[src/rtl/axi_mux_aw_w_arbiter.sv]
// Write-side arbiter for a crossbar mux: round-robin AW grant, W routed in AW order.
// Define AXI_MUX_W_BYPASS_EN to let W fall through an empty write-order FIFO.
module axi_mux_aw_w_arbiter #(
  parameter int unsigned NoSlvPorts  = 4,
  parameter int unsigned MaxWTrans   = 8,
  parameter int unsigned SelectWidth = $clog2(NoSlvPorts)
) (
  input  logic                   clk_i,
  input  logic                   rst_i,
  input  logic [NoSlvPorts-1:0]  slv_aw_valid_i,
  output logic [NoSlvPorts-1:0]  slv_aw_ready_o,
  output logic                   mst_aw_valid_o,
  input  logic                   mst_aw_ready_i,
  output logic [SelectWidth-1:0] mst_aw_sel_o,
  input  logic [NoSlvPorts-1:0]  slv_w_valid_i,
  input  logic [NoSlvPorts-1:0]  slv_w_last_i,
  output logic [NoSlvPorts-1:0]  slv_w_ready_o,
  output logic                   mst_w_valid_o,
  input  logic                   mst_w_ready_i,
  output logic [SelectWidth-1:0] mst_w_sel_o,
  output logic                   w_fifo_full_o,
  output logic                   w_fifo_empty_o
);
  localparam int unsigned CntWidth = $clog2(MaxWTrans + 1);
  localparam int unsigned PtrWidth = (MaxWTrans > 1) ? $clog2(MaxWTrans) : 1;
  localparam logic [CntWidth-1:0]    CntMax  = CntWidth'(MaxWTrans);
  localparam logic [PtrWidth-1:0]    PtrLast = PtrWidth'(MaxWTrans - 1);
  localparam logic [SelectWidth-1:0] SelLast = SelectWidth'(NoSlvPorts - 1);

  typedef enum logic [0:0] {AwIdle, AwLocked} aw_state_e;

  aw_state_e              r_state, w_state_d;
  logic [SelectWidth-1:0] r_aw_sel, w_aw_sel_d;
  logic [SelectWidth-1:0] r_rr_ptr, w_rr_ptr_d;
  logic [SelectWidth-1:0] r_fifo [MaxWTrans];
  logic [PtrWidth-1:0]    r_wr_ptr, r_rd_ptr;
  logic [CntWidth-1:0]    r_count;

  logic                   w_arb_found;
  logic [SelectWidth-1:0] w_arb_idx, w_cand;
  logic                   w_aw_hs, w_pop, w_fifo_push, w_fifo_pop;
  logic                   w_fifo_empty, w_w_active;
  logic [SelectWidth-1:0] w_w_sel, w_head;

  assign w_fifo_empty   = (r_count == '0);
  assign w_head         = r_fifo[r_rd_ptr];
  assign w_fifo_full_o  = (r_count == CntMax);
  assign w_fifo_empty_o = w_fifo_empty;
  assign mst_aw_sel_o   = r_aw_sel;

  // First valid requester at or after the round-robin pointer, wrapping upward.
  always_comb begin
    w_arb_found = 1'b0;
    w_arb_idx   = '0;
    w_cand      = '0;
    for (int unsigned k = 0; k < NoSlvPorts; k++) begin
      w_cand = SelectWidth'((32'(r_rr_ptr) + k) % NoSlvPorts);
      if (!w_arb_found && slv_aw_valid_i[w_cand]) begin
        w_arb_found = 1'b1;
        w_arb_idx   = w_cand;
      end
    end
  end

  always_comb begin
    w_state_d      = r_state;
    w_aw_sel_d     = r_aw_sel;
    w_rr_ptr_d     = r_rr_ptr;
    mst_aw_valid_o = 1'b0;
    slv_aw_ready_o = '0;
    w_aw_hs        = 1'b0;
    unique case (r_state)
      AwIdle: begin
        if (w_arb_found && (r_count < CntMax)) begin
          w_state_d  = AwLocked;
          w_aw_sel_d = w_arb_idx;
        end
      end
      AwLocked: begin
        mst_aw_valid_o           = slv_aw_valid_i[r_aw_sel];
        slv_aw_ready_o[r_aw_sel] = mst_aw_ready_i;
        w_aw_hs                  = mst_aw_valid_o & mst_aw_ready_i;
        if (w_aw_hs) begin
          w_state_d  = AwIdle;
          w_rr_ptr_d = (r_aw_sel == SelLast) ? '0 : r_aw_sel + 1'b1;
        end
      end
      default: w_state_d = AwIdle;
    endcase
  end

  always_comb begin
    w_w_active = !w_fifo_empty;
    w_w_sel    = w_head;
`ifdef AXI_MUX_W_BYPASS_EN
    if (w_fifo_empty && w_aw_hs) begin
      w_w_active = 1'b1;
      w_w_sel    = r_aw_sel;
    end
`endif
    mst_w_valid_o = 1'b0;
    slv_w_ready_o = '0;
    mst_w_sel_o   = '0;
    w_pop         = 1'b0;
    if (w_w_active) begin
      mst_w_sel_o            = w_w_sel;
      mst_w_valid_o          = slv_w_valid_i[w_w_sel];
      slv_w_ready_o[w_w_sel] = mst_w_ready_i;
      w_pop                  = mst_w_valid_o & mst_w_ready_i & slv_w_last_i[w_w_sel];
    end
  end

  // A pop while empty can only be a fall-through burst: it cancels the matching push.
  assign w_fifo_pop  = w_pop & ~w_fifo_empty;
  assign w_fifo_push = w_aw_hs & ~(w_pop & w_fifo_empty);

  always_ff @(posedge clk_i) begin
    if (rst_i) begin
      r_state  <= AwIdle;
      r_aw_sel <= '0;
      r_rr_ptr <= '0;
      r_wr_ptr <= '0;
      r_rd_ptr <= '0;
      r_count  <= '0;
    end else begin
      r_state  <= w_state_d;
      r_aw_sel <= w_aw_sel_d;
      r_rr_ptr <= w_rr_ptr_d;
      if (w_fifo_push) r_wr_ptr <= (r_wr_ptr == PtrLast) ? '0 : r_wr_ptr + 1'b1;
      if (w_fifo_pop)  r_rd_ptr <= (r_rd_ptr == PtrLast) ? '0 : r_rd_ptr + 1'b1;
      if (w_fifo_push && !w_fifo_pop)      r_count <= r_count + 1'b1;
      else if (w_fifo_pop && !w_fifo_push) r_count <= r_count - 1'b1;
    end
  end

  always_ff @(posedge clk_i) begin
    if (w_fifo_push) r_fifo[r_wr_ptr] <= r_aw_sel;
  end

endmodule

[config.mk]
export PLATFORM = sky130hd
export DESIGN_NAME = axi_mux_aw_w_arbiter
export DESIGN_NICKNAME = d
export VERILOG_FILES = /design/src/rtl/axi_mux_aw_w_arbiter.sv
export SDC_FILE = /design/constraint.sdc
export NUM_CORES = 1
export LEC_CHECK = 0
export CAP_MARGIN = 10
export CORE_MARGIN = 2
export CORE_UTILIZATION = 55
export CTS_CLUSTER_DIAMETER = 60
export DETAILED_ROUTE_END_ITERATION = 8
export PLACE_DENSITY = 0.83
export SETUP_SLACK_MARGIN = 0.05
export SYNTH_ARGS = -nofsm -noshare
export SYNTH_HDL_FRONTEND = slang
export SYNTH_SLANG_ARGS = --single-unit
[constraint.sdc]
create_clock -name clk_i -period 10.4 [get_ports clk_i]
set_clock_uncertainty 0.05 [all_clocks]
set_input_delay 1.56 -clock clk_i [delete_from_list [all_inputs] [get_ports clk_i]]
set_output_delay 1.56 -clock clk_i [all_outputs]
set_load 0.005 [all_outputs]
==> results_dict.tcl, run 1 <==
# yosys + openroad results
set metrics [dict create \
    outcome "finished clean" \
    use_met3_pct 4.90 \
    setup_viol 0 \
    crit_arrival_ns 3.17 \
    seq_cells 34 \
    die_x_um 60.4 \
    clk_share_pct 4.86 \
    wl_met1_mm 1.48 \
    p_leak_nw 0.806 \
    syn_to_final_growth_pct 25.0 \
    worstPathRequired_ns 8.79 \
    use_met2_pct 40.5 \
    hold_class "register to register" \
    yosys_warnings 0 \
    grt_overflow 0 \
    inv_count 7 \
    period_needed_ns 4.78 \
    drive_gt1_share_pct 10.1 \
    critPathLaunchType "primary input" \
    die_h_um 60.4 \
    routed_wirelength_mm 3.62 \
    die_area_um2 3650 \
    cts-resized-gates 0 \
    final_core_util_pct 71.7 \
    ys_area_um2 1750 \
    top_cells_by_area "edfxtp_1 (27%), dfxtp_1 (21%), ha_1 (7.9%), mux4_2 (7.7%), mux2i_1 (4.6%)" \
    viasPerCell 5.60 \
    yosys_cells 155 \
    dr_wl_met3_um 122 \
    wire_per_inst_um 15.5 \
    ctsHoldBuffers 0 \
    fin_area_um2 2190 \
    path_cells "clkdlybuf4s50_1 -> mux4_2 -> and2_1 -> clkdlybuf4s50_1" \
]
## run 1: final timing paths
path | endpoint | slack (ns) | depth (start not counted)
worst max-delay path | mst_aw_valid_o | 5.62 | 4
worst min-delay path | r_rd_ptr[1]$_SDFFE_PP0P_ | 0.47 | 2
worst max register to register | r_count[3]$_SDFFE_PP0P_ | 6.59 | 13
worst min register to register | r_rd_ptr[1]$_SDFFE_PP0P_ | 0.47 | 2
## run 1: registers in the layout, summed over array words and instances (netlist names), named ones only
name	cells
r_count	4
r_rd_ptr	3
r_rr_ptr	2
r_fifo	16
r_wr_ptr	3
r_state	1
mst_aw_sel_o	2
## run 1: cell usage after synthesis
master	n
dfxtp_1	18
edfxtp_1	16
nor2_1	14
a21oi_1	13
ha_1	11
nor3_1	9
mux2i_1	8
nand2_1	8
nand2b_1	8
inv_1	6
mux4_2	6
nor2b_1	5
and3_1	4
clkbuf_1	3
nor4_1	3
buf_6	2
mux2_4	2
or3b_2	2
xnor2_1	2
a21o_1	1
a31oi_1	1
and2_1	1
and4b_1	1
fa_1	1
inv_2	1
nand3_1	1
nand3b_1	1
nor4b_1	1
o211ai_1	1
o21a_1	1
o21ai_0	1
o221ai_1	1
or3_1	1
xor2_1	1
## run 1: power breakdown
group	leakage (nW)	total [mW]	switching [mW]	internal [mW]
Clock	0.0554	0.125	0.0497	0.0752
Combinational	0.453	0.0738	0.0303	0.0435
Sequential	0.297	0.157	0.0108	0.146
## run 1: worst register-to-register path, stage by stage, from the launching register on
cell and delay, ns:
dfxtp_1 0.56, mux4_2 0.57, mux2_4 0.32, mux4_2 0.44, and4b_1 0.28, inv_2 0.07
ha_1 0.18, inv_1 0.09, ha_1 0.28, a21o_1 0.17, a21oi_1 0.17, xnor2_1 0.09
or3_1 0.31, a21oi_1 0.17
Fig. 1: run 1, the metal 3 layer
(6 px per µm)
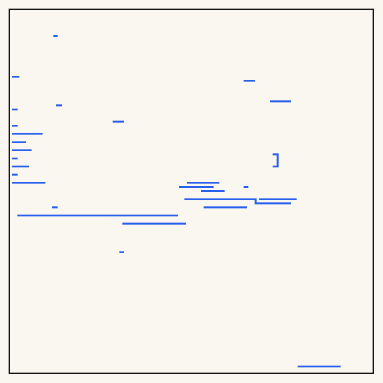
wire length on this layer	122 µm
longest straight run	26.4 µm
share of all routed wire	3.4%

Fig. 2: run 1, where the registers sit
(10 px per µm) Other sequential cells in the stronger gray, the rest of the logic in the fainter gray.
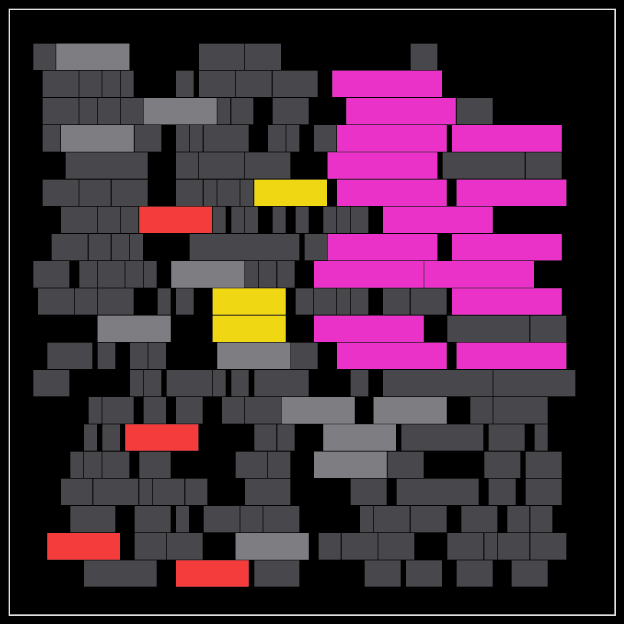
netlist name	color	flops
r_count	red	4
r_fifo	magenta	16
r_wr_ptr	yellow	3
not colored	11

Fig. 3: run 1, cells colored by class
(4 px per µm)
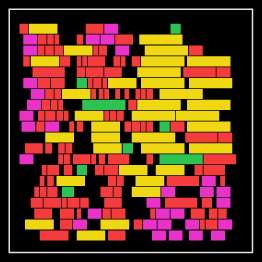
class	color	cells
clock drivers and dummy loads	green	8
flops	yellow	34
other buffers and delay cells	magenta	31
all other logic	red	116

--- run 2 (diff from run 1) ---
Settings changed: CORE_UTILIZATION 55 to 47, PLACE_DENSITY 0.83 to 0.76.
Clock period 10.4 ns to 4.09 ns, I/O delays scaled along.
Fig. 4: run 2, routed metal, one color a layer
(6 px per µm) Two of the layers only.
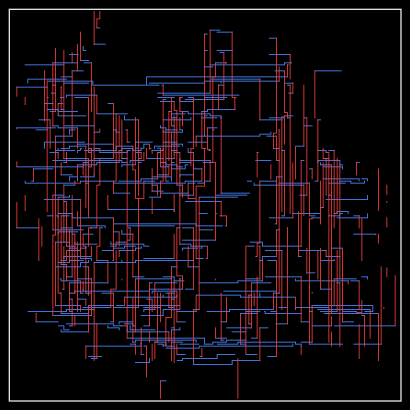
layer	color	wire length
met2	red	1750 µm
met1	blue	1370 µm

Fig. 5: run 2, placement view
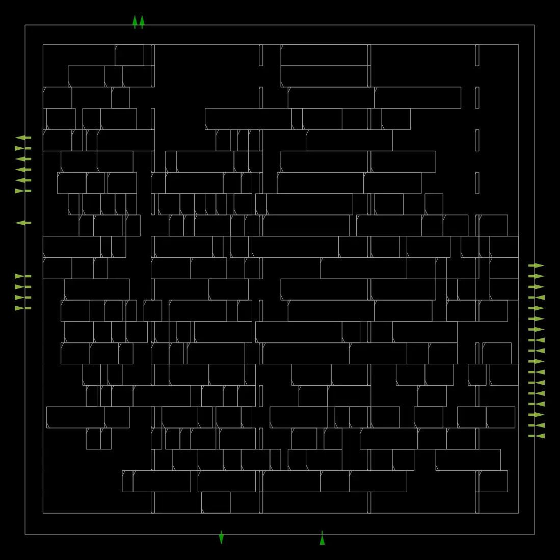
Final Util: 60.2%
Core ar.: 3630 µm²

==> results_dict.tcl, run 2 <==
# yosys + openroad results
set metrics [dict create \
    top_cells_by_area "edfxtp_1 (27%), dfxtp_1 (21%), ha_1 (7.9%), mux4_2 (7.7%), mux2i_1 (4.6%)" \
    path_cells "mux4_2 -> mux2_4 -> mux4_2 -> and4b_1 -> inv_2 -> ha_1 -> inv_1 -> ha_1 -> a21o_1 -> a21oi_1 -> xnor2_1 -> or3_1 -> a21oi_1" \
    top_register "r_fifo" \
    drive_gt1_share_pct 10.5 \
    period_needed_ns 3.74 \
    wire_per_inst_um 14.0 \
    p_leak_nw 0.804 \
    min_path_cells 2 \
    grt_overflow 0 \
    reg2reg_depth 13 \
    ff_type "dfxtp_1" \
    die_h_um 65.1 \
    ys_top_cells_by_count "dfxtp_1 (18), edfxtp_1 (16), nor2_1 (14), a21oi_1 (13), ha_1 (11)" \
    die_area_um2 4230 \
    setup_viol 0 \
    yosys_warnings 0 \
    top_cell "dfxtp_1" \
    outcome "finished clean" \
    r2r-end "r_count[3]$_SDFFE_PP0P_" \
    yosys_cells 155 \
    crit_arrival_ns 3.89 \
    worstPathRequired_ns 4.24 \
    ctsHoldBuffers 0 \
    async_flop_share_pct 0 \
    edf_count 16 \
    reg_top3 "r_fifo (16), r_count (4)" \
    routed_wirelength_mm 3.35 \
]
Fig. 6: run 2, cells colored by class
(4 px per µm)
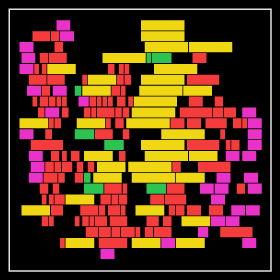
class	color	cells
clock drivers and dummy loads	green	8
flops	yellow	34
all other logic	red	116
other buffers and delay cells	magenta	33

run 2: cell count changes in the layout (fill, tap and decap cells not counted):
cell / previous run / this run
clkbuf_1: 0 / 1
clkinv_2: 0 / 2
clkbuf_8: 0 / 5
buf_4: 0 / 2
clkinv_4: 1 / 0
bufinv_16: 2 / 0
clkbuf_4: 5 / 0
run 2: layout make-up:
type / instances / area (µm²) / area share (%)
repair buffers: 33 / 325 / 14.9
well taps: 48 / 60.1 / 2.75
clock inverters: 2 / 10.0 / 0.458
inverters: 7 / 26.3 / 1.20
multi-input cells: 109 / 851 / 38.9
flip-flops and latches: 34 / 841 / 38.5
clock buffers: 6 / 72.6 / 3.32
run 2: how the worst max path moves through the flow:
stage | start | slack [ns] | depth (start not counted) | end
4_1_cts | register | 0.32 | 13 | r_count[3]$_SDFFE_PP0P_
3_5_place_dp | register | 0.35 | 13 | r_count[3]$_SDFFE_PP0P_
6_report | register | 0.35 | 13 | r_count[3]$_SDFFE_PP0P_
5_1_grt | register | 0.16 | 13 | r_count[3]$_SDFFE_PP0P_
3_3_place_gp | register | 0.48 | 13 | r_count[3]$_SDFFE_PP0P_
2_1_floorplan | register | 0.66 | 15 | r_count[3]$_SDFFE_PP0P_
run 2: where the power goes:
part	total (mW)	internal, mW	switching (mW)
Combinational	0.195	0.117	0.0782
Clock	0.233	0.118	0.115
Sequential	0.398	0.373	0.0257
run 2: metal layers:
metal,global-route usage [%],up-vias,part of all wire (%)
met5,0,-,0
met2,32.7,38,52
li1,-,631,-
met4,5.47,0,1.1
met1,18.0,592,41
met3,5.21,5,5.9
run 2: stage by stage:
stage,instances,hold slack [ns],area (µm²)
after floorplan,155,0.418,1750
after global routing,239,0.507,2190
after CTS,239,0.474,2190
final,239,0.466,2190
after global placement,231,0.453,2100
after detailed placement,231,0.466,2100
--- run 3 (diff from run 2) ---
Clock period 4.09 ns to 3 ns, I/O delays scaled along.
Fig. 7: run 3, the metal 3 layer
(6 px per µm)
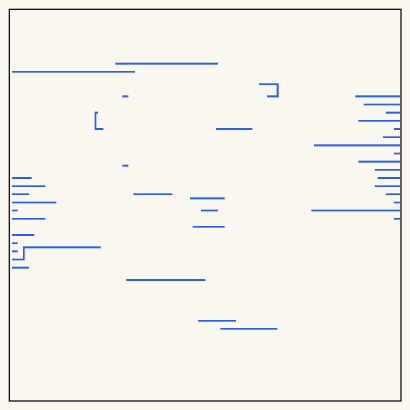
nets with wire on the layer	36
wire length on this layer	226 µm

Fig. 8: run 3, where the registers sit
(10 px per µm) Other sequential cells in the stronger gray, the rest of the logic in the fainter gray.
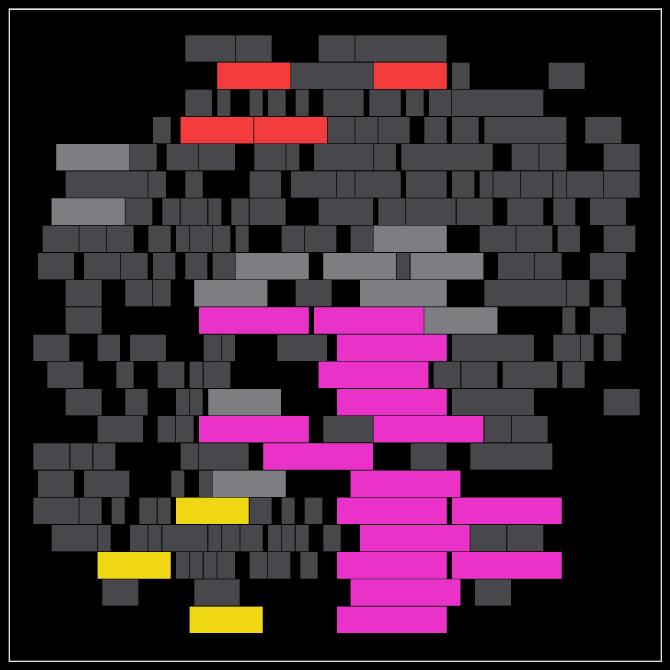
netlist name	color	flops
r_count	red	4
r_fifo	magenta	16
r_wr_ptr	yellow	3
not colored	11

==> results_dict.tcl, run 3 <==
# yosys + openroad results
set metrics [dict create \
    final_cells 255 \
    dp.cells 246 \
    ys_area_um2 1750 \
    layout_setup_ws_ns -0.189 \
    drive_gt1_share_pct 21.7 \
    routed_wirelength_mm 3.51 \
    use_met1_pct 21.9 \
    grt_overflow 0 \
    use_met2_pct 33.0 \
    top_register "r_fifo" \
    hold_slack_ns 0.457 \
    largest_register_ffs 16 \
    die_x_um 65.1 \
    async_flop_share_pct 0 \
    top_cells_by_area "edfxtp_1 (27%), dfxtp_1 (21%), ha_1 (7.9%), mux4_2 (7.7%), mux2i_1 (4.6%)" \
    viasPerCell 5.32 \
    use_met3_pct 5.03 \
    edf_count 16 \
    core_um2 3630 \
    violations "setup timing" \
    outcome "finished with violations" \
    dr_wl_met3_um 225 \
    flop_area_um2 845 \
    reg_top3 "r_fifo (16), r_count (4)" \
    setup_viol 3 \
    grt.busiest_layer "met2" \
    syn_to_final_growth_pct 34.6 \
    ys_top_cells_by_count "dfxtp_1 (18), edfxtp_1 (16), nor2_1 (14), a21oi_1 (13), ha_1 (11)" \
    top_cell "dfxtp_1" \
    ff_type "dfxtp_1" \
    worstPathRequired_ns 3.15 \
    critPathLaunchType "register" \
    routed.top_layer "met4" \
    path_cells "mux4_2 -> mux2_4 -> mux4_2 -> and4b_1 -> inv_2 -> ha_4 -> inv_4 -> ha_4 -> a21o_1 -> a21oi_2 -> xnor2_1 -> or3_1 -> a21oi_1" \
    period_needed_ns 3.19 \
]
Fig. 9: run 3, cells colored by class
(4 px per µm)
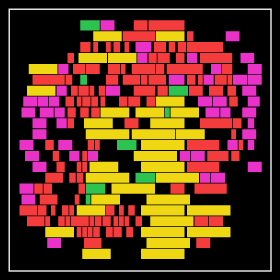
class	color	cells
other buffers and delay cells	magenta	49
clock drivers and dummy loads	green	8
flops	yellow	34
all other logic	red	116

-- run 3: final cells by class --
cell class,instances,share of cell area [%]
Sequential cell,34,35.8
Clock buffer,6,3.08
Tap cell,48,2.55
Timing Repair Buffer,49,18.7
Multi-Input combinational cell,109,38.2
Inverter,7,1.22
Clock inverter,2,0.371
-- run 3: kinds of logic after synthesis --
| family | after synthesis | share of synthesized area [%] |
|---|---|---|
| and+or+nand+nor | 59 | 17.9 |
| DFF | 34 | 48.0 |
| AOI/OAI and AO/OA | 19 | 6.14 |
| muxes | 16 | 14.0 |
| buffers and inverters | 12 | 3.43 |
| adders and majority gates | 12 | 9.00 |
| xor gates and xnor gates | 3 | 1.50 |
-- run 3: per-stage QoR --
step	power, mW	util, %	cell area (µm²)
2_1_floorplan	0.707	-	1770
3_3_place_gp	0.840	61.6	2240
3_5_place_dp	0.852	61.6	2240
4_1_cts	1.17	64.8	2360
5_1_grt	1.23	64.9	2360
6_report	1.17	64.9	2360
-- run 3: path summary, 6_finish.rpt --
kind                            start                  endpoint  slack [ns]  cells past startpoint
min reg2reg  r_rd_ptr[2]$_SDFFE_PP0P_  r_rd_ptr[2]$_SDFFE_PP0P_        0.46                      2
max                          register   r_count[3]$_SDFFE_PP0P_       -0.19                     13
max reg2reg                  register   r_count[3]$_SDFFE_PP0P_       -0.19                     13
min          r_rd_ptr[2]$_SDFFE_PP0P_  r_rd_ptr[2]$_SDFFE_PP0P_        0.46                      2
-- run 3: timing repair --
action / in CTS / in global routing
pin swaps: 4 / 0
gates resized: 7 / 6
endpoints found under the setup margin: 6 / 5
setup buffers: 2 / 0
-- run 3: power by group --
part	switching (mW)	total, mW	leakage (nW)	internal, mW
Clock	0.150	0.309	0.0426	0.159
Combinational	0.127	0.320	0.561	0.194
Sequential	0.0288	0.537	0.298	0.508
Power is estimated from default activity; no workload was simulated.
